File: config.mk
export PLATFORM = sky130hd
export DESIGN_NAME = ssram_seq
export DESIGN_NICKNAME = d
export VERILOG_FILES = /design/src/rtl/ssram_seq.sv
export SDC_FILE = /design/constraint.sdc
export NUM_CORES = 1
export LEC_CHECK = 0
export CAP_MARGIN = 20
export CORE_ASPECT_RATIO = 0.9
export CORE_MARGIN = 2
export CORE_UTILIZATION = 35
export DETAILED_ROUTE_END_ITERATION = 10
export GPL_ROUTABILITY_DRIVEN = 0
export PLACE_DENSITY_LB_ADDON = 0.12
export SKIP_LAST_GASP = 1
export SLEW_MARGIN = 10
export SYNTH_ARGS = -nofsm -noshare
export SYNTH_HDL_FRONTEND = slang
export SYNTH_SLANG_ARGS = --single-unit
File: constraint.sdc
create_clock -name clk -period 2.4 [get_ports clk]
set_input_delay 0.48 -clock clk [delete_from_list [all_inputs] [get_ports clk]]
set_output_delay 0.48 -clock clk [all_outputs]
set_load 0.01 [all_outputs]
File: src/rtl/ssram_seq.sv
// ssram_seq: single-clock sequencer between the KS-10 memory controller bus
// side and an external pipelined (ZBT) SSRAM. One request at a time: read,
// write, or read-modify-write (write-test), plus a no-op request that only
// produces a completion pulse.
//
// Optional feature: define MEM_NXM_EN to flag requests above MEM_TOP as
// nonexistent memory (no SSRAM cycle, nxm pulse after NXM_TIMEOUT cycles).
// Without MEM_NXM_EN every 20-bit word address goes to the SSRAM and nxm
// stays 0.

module ssram_seq #(
  parameter int          RD_LAT      = 2,           // 1..4
  parameter logic [19:0] MEM_TOP     = 20'd524287,
  parameter int          NXM_TIMEOUT = 16
) (
  input  logic        clk,
  input  logic        rst,
  input  logic        reqVALID,
  output logic        reqREADY,
  input  logic        reqREAD,
  input  logic        reqWRITE,
  input  logic [19:0] reqADDR,
  input  logic [35:0] reqDATA,
  output logic        rspVALID,
  output logic [35:0] rspDATA,
  output logic        nxm,
  output logic        ssramCE,
  output logic        ssramWE_N,
  output logic        ssramOE_N,
  output logic        ssramADV,
  output logic [22:0] ssramADDR,
  output logic [35:0] ssramDOUT,
  output logic        ssramDOE,
  input  logic [35:0] ssramDIN
);

  typedef enum logic [2:0] {
    IDLE,
    RD,
    RDW,
    WR,
    WRW,
    NOP,
    DONE,
    NXW
  } state_t;

  // Latency counter reload: RDW/WRW last RD_LAT cycles, counting down to 0.
  localparam logic [2:0] LAT_LOAD = 3'(RD_LAT - 1);

  state_t      state;
  logic [2:0]  latCnt;
  logic        rmw;
  logic [19:0] addrQ;
  logic [35:0] wrData;

`ifdef MEM_NXM_EN
  localparam int NXW_W = $clog2(NXM_TIMEOUT + 1);
  logic [NXW_W-1:0] nxCnt;
`else
  // Address-range parameters only matter when the nonexistent-memory check
  // is built in; fold them into an unused net so the default build is clean.
  logic unusedCfg;
  assign unusedCfg = ^{MEM_TOP, 32'(NXM_TIMEOUT)};
`endif

  // Burst mode is never used; every access is a single-word cycle.
  assign ssramADV = 1'b0;

  // Request sequencer: state, captured request, and every registered output.
  always_ff @(posedge clk) begin
    if (rst) begin
      state     <= IDLE;
      latCnt    <= '0;
      rmw       <= 1'b0;
      addrQ     <= '0;
      wrData    <= '0;
      reqREADY  <= 1'b0;
      rspVALID  <= 1'b0;
      rspDATA   <= '0;
      nxm       <= 1'b0;
      ssramCE   <= 1'b0;
      ssramWE_N <= 1'b1;
      ssramOE_N <= 1'b1;
      ssramADDR <= '0;
      ssramDOUT <= '0;
      ssramDOE  <= 1'b0;
`ifdef MEM_NXM_EN
      nxCnt     <= '0;
`endif
    end else begin
      // NOTE: every pulse-type output is given its idle value first, so each
      // state only lists what it asserts; non-blocking assignments make the
      // later per-state override win without any ordering hazard.
      rspVALID  <= 1'b0;
      nxm       <= 1'b0;
      ssramCE   <= 1'b0;
      ssramWE_N <= 1'b1;
      ssramOE_N <= 1'b1;
      ssramDOE  <= 1'b0;
      ssramDOUT <= '0;

      case (state)
        IDLE: begin
          reqREADY <= 1'b1;
          if (reqVALID && reqREADY) begin
            reqREADY <= 1'b0;
            addrQ    <= reqADDR;
            wrData   <= reqDATA;
            rmw      <= reqREAD && reqWRITE;
`ifdef MEM_NXM_EN
            if (reqADDR > MEM_TOP) begin
              state <= NXW;
              nxCnt <= NXW_W'(NXM_TIMEOUT - 1);
            end else
`endif
            if (reqREAD) begin
              // Read address phase (also first half of write-test).
              state     <= RD;
              ssramCE   <= 1'b1;
              ssramOE_N <= 1'b0;
              ssramADDR <= {3'b000, reqADDR};
            end else if (reqWRITE) begin
              state     <= WR;
              ssramCE   <= 1'b1;
              ssramWE_N <= 1'b0;
              ssramADDR <= {3'b000, reqADDR};
            end else begin
              state <= NOP;
            end
          end
        end

        RD: begin
          state     <= RDW;
          latCnt    <= LAT_LOAD;
          ssramOE_N <= 1'b0;
        end

        RDW: begin
          if (latCnt == 3'd0) begin
            rspDATA <= ssramDIN;
            if (rmw) begin
              // Write-test: old word captured, now issue the write phase.
              state     <= WR;
              ssramCE   <= 1'b1;
              ssramWE_N <= 1'b0;
              ssramADDR <= {3'b000, addrQ};
            end else begin
              state    <= DONE;
              rspVALID <= 1'b1;
            end
          end else begin
            latCnt    <= latCnt - 3'd1;
            ssramOE_N <= 1'b0;
          end
        end

        WR: begin
          state  <= WRW;
          latCnt <= LAT_LOAD;
          // With a one-cycle latency the data phase is the very next cycle.
          if (LAT_LOAD == 3'd0) begin
            ssramDOE  <= 1'b1;
            ssramDOUT <= wrData;
          end
        end

        WRW: begin
          if (latCnt == 3'd0) begin
            state    <= DONE;
            rspVALID <= 1'b1;
          end else begin
            latCnt <= latCnt - 3'd1;
            // Drive the pads in the cycle where the counter reaches 0.
            if (latCnt == 3'd1) begin
              ssramDOE  <= 1'b1;
              ssramDOUT <= wrData;
            end
          end
        end

        NOP: begin
          state    <= DONE;
          rspVALID <= 1'b1;
          rspDATA  <= '0;
        end

        DONE: begin
          state    <= IDLE;
          reqREADY <= 1'b1;
        end

`ifdef MEM_NXM_EN
        NXW: begin
          if (nxCnt == '0) begin
            state    <= IDLE;
            nxm      <= 1'b1;
            reqREADY <= 1'b1;
          end else begin
            nxCnt <= nxCnt - 1'b1;
          end
        end
`endif

        default: begin
          state    <= IDLE;
          reqREADY <= 1'b0;
        end
      endcase
    end
  end

endmodule
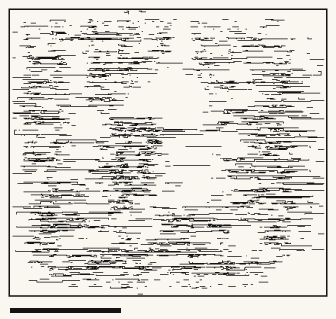
(images/m1.png)
Bar = 50 µm.
The layer holds 45% of the routed length. 851 nets have wire on it.
routed via count: 5274
GR met1 Demand/Resource: 22.3%
detailed-route wire length: 15900 µm

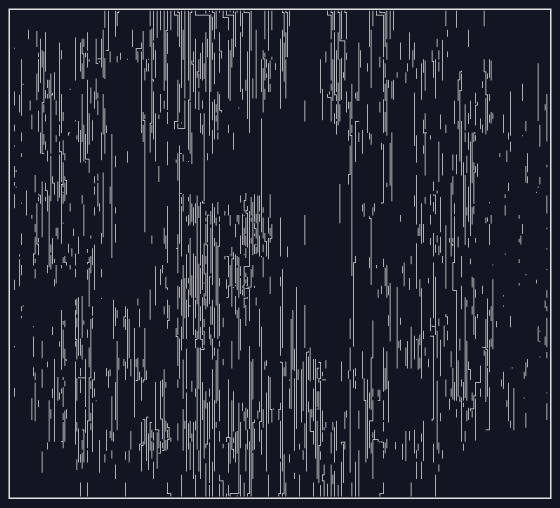
(images/m2.png)
The layer holds 46% of the routed length. The layer carries 7260 µm of wire.

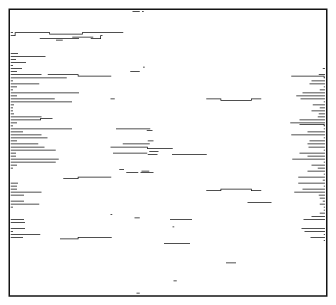
(images/m3.png)
130 nets have wire on it. The layer holds 7.2% of the routed length.

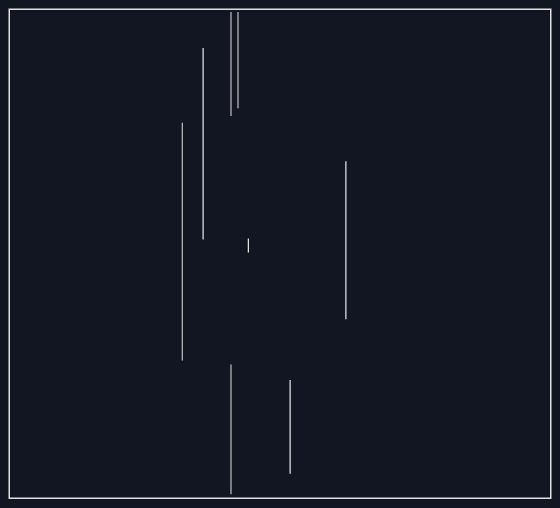
(images/m4.png)
6 nets have wire on it. The wires run mostly vertical. The layer carries 269 µm of wire. The longest straight run is 62.6 µm.

==> Changelog: implementation <==
## Implementation

- Max Clk Rate: roughly 0.49 GHz
- Vert. Die Dim: roughly 130 µm
- Maximum root-to-sink buffer count: 2
- Final-layout clock buffer total: 20
- Synth logic family: simple AND/OR/NAND/NOR gates
- Pin count of the biggest net entering global routing: just under 60
- Post-CTS setup-driven buffer insertion count: 0
- Minimum hold slack: about 0.45 ns
- Most common cell after layout, fill and taps aside: clkdlybuf4s50_1
- Clock transition time at the flip-flop clock pins of the worst setup and hold paths: 0.07 ns
- Commonest cells post-synth: nand2_1 (170), dfxtp_1 (161), a21oi_1 (122)
- Required time of the critical path: between 2 and 3 ns
- Hold WC Path Type: flop to flop
- Mapped Area: 6060 µm²
- Dominant flop cell: dfxtp_1
- Part of the total power dissipated in combinational logic: between 30% and 40%
- Comb_multi_in: 462
- Total clock network power: roughly 2.7 mW
- Uppermost layer routed: met4
- Beginning of the critical path: state[1]$_SDFFE_PP0P_
- Switching power summed over all nets: ~3 mW
- Cell area leaders: dfxtp_1 (53%), nand2_1 (11%), a21oi_1 (10%)
- Via count of the first global-routing pass: between 5000 and 6000
- Placeable core region: between 15000 and 20000 µm²
- Crit-path slowest cell: dfxtp_1
- Worst EP arrival: 2.39 ns
- Worst reg-to-reg path cell count: 4
- Sw frac: 33.4%
- P&R area growth vs syn: 44.5%
- YS chip area: 6060 µm²
- Post-route core utilization: between 50 and 60%
- Number of DRC markers after the initial detailed-route iteration: approximately 270
- Reg-to-reg endpoint: rspDATA[22]$_SDFFE_PP0P_
- Share of final layout cell area taken by clock buffers and inverters: under 10%
- Internal Pwr Total: between 5 and 6 mW
- Register share of total power: ~39%
- Depth of the worst hold-timing path: 1
- Most Crowded Layer GR: met2
- Pins over their slew limit: 0
- Global route overflow: 0
- Setup crit start kind: flop
- Hold_buf cts: 0
- GR Layer Usage met3: slightly below 6%
- Clock power share: a little over 30%
- Start point of the worst hold path: wrData[12]$_SDFFE_PP0P_
- Portion of the post-synthesis area used by sequential elements: 53.2%
- Largest regs: rspDATA: 36 flops, ssramDOUT: 36 flops, wrData: 36 flops
- Post-Synthesis Cells: about 700
- Sink Count: between 150 and 200
- Number of inverters outside the clock class in the layout: 7
- Status: finished, final reports clean
- Category of the critical setup timing path: flop to flop
- Relative slew margins: between 60 and 70%
- Share of the synthesized area in the top cell type: 53.2%
- Reg2reg start: state[1]$_SDFFE_PP0P_
- Post-synthesis adder-cell area fraction: 0.619%
- Grt met2 use: around 28%
- Wire length of the first global-routing pass: 25800 µm
- Cells in synth_stat.txt: slightly below 700
- Synth Area in Compound Gates: between 10% and 20%
- Final-layout fill cell count: 1554
- Logic area: around 2500 µm²
- Number of antenna violations at the first check in global routing: 0
- Max FO, Critical Path: 17
- Area post-placement: ~8200 µm²
- Tmin final: 2.04 ns
- Clock root buffer: clkbuf_16
- Cell type with the largest total area: dfxtp_1
- Number of nets in the layout: around 960
- Chip footprint: roughly 18000 µm²
- Number of placed I/O pins: 200
- Power drawn by the combinational cells: 2.71 mW
- Setup TNS: 0 ns
- Minimum setup slack among reg-to-reg paths: approximately 0.36 ns
- Kind of capture point of the worst setup path: flop
- Flip-flops: between 150 and 200
- Final standard cell count with taps included and fillers excluded: 1083
- Post-synthesis average cell area: about 8.9 µm²
- Count of TritonRoute iterations in the first routing pass: 4
- Max Cap Violations: 0
- Core Density at Floorplan: a little over a third
- Stage delay of the slowest cell on the critical path: just under 0.7 ns
- Final Cell Area: between 8000 and 9000 µm²
- Post-CTS Resized: 0
- Simple-Gate Fraction of Synth Area: between 20% and 30%
- Worst clock skew: between 0.007 and 0.008 ns
- Most frequent logic cells in the routed design: clkdlybuf4s50_1 (193), nand2_1 (170), dfxtp_1 (161)
- Total stage count of the critical path: 4
- Setup-failing EPs final: 0
- N_diodes: 0
- Hold Violations, Final: 0
- Buffers excl. clock: about 210
- Average wire per standard cell: roughly 15 µm
- Number of cell rows: between 40 and 50
- Cell kind with the greatest summed area: sequential cells
- XOR/XNOR Fraction of Synth Area: 0%
- Crit path cell chain: inv_1 > nand3_1 > nand2b_1 > a21oi_1
- Distinct lib cells used: ~51
- Hold EP: ssramDOUT[12]$_SDFF_PP0_
- Total GRT Usage: around 18%
- Multi-input gate share of the layout cell area: between 20% and 30%
- Synthesis-stage register bit count: 161
- Power drawn by the sequential cells: between 3 and 4 mW
- DR DRC count: 0
- # H-tree levels: 4
- Setup crit end: rspDATA[22]$_SDFFE_PP0P_
- Die Width: ~140 µm
- Post-placement cell count: 1051
- Worst Path Buf+Inv: 1
- Met3 WL: ~1200 µm
- Mux area share: ~3.3%
- Worst-case setup margin in the final layout: approximately 0.36 ns
- Ys async rst share: 0%
- EDFF count, synth: 0
- TritonCTS buffer count: 17
- Transition time at the pin with the least slew margin: between 0.5 and 0.6 ns
- Power density over the cells: approximately 1000 nW/µm²
- DRT antenna net count: 0
- Proportion of layout cells with a drive suffix above 1: ~8.5%
- Detailed placement HPWL: roughly 11000 µm
- Sequential fraction of total cell area: 36.8%
- Top-count cell post-synth: nand2_1
- Period Utilization, post-route: between 80% and 90%
- Non-Clock Buffer Area Fraction: roughly a quarter
- Synth warn: 0
- Tap Count: 211
- Tot Pwr: a little under 9 mW
- Worst setup slack after placement: 0.372 ns
- Max power group: sequential cells
- Wire length the detailed router placed on met1: roughly 7200 µm
- Max VDD drop: roughly 0.58 mV
- Detailed-route vias per instance: ~4.9
- Register Area: 3220 µm²
- Total met2 wirelength after detailed routing: around 7300 µm
Power is estimated from default activity; no workload was simulated.
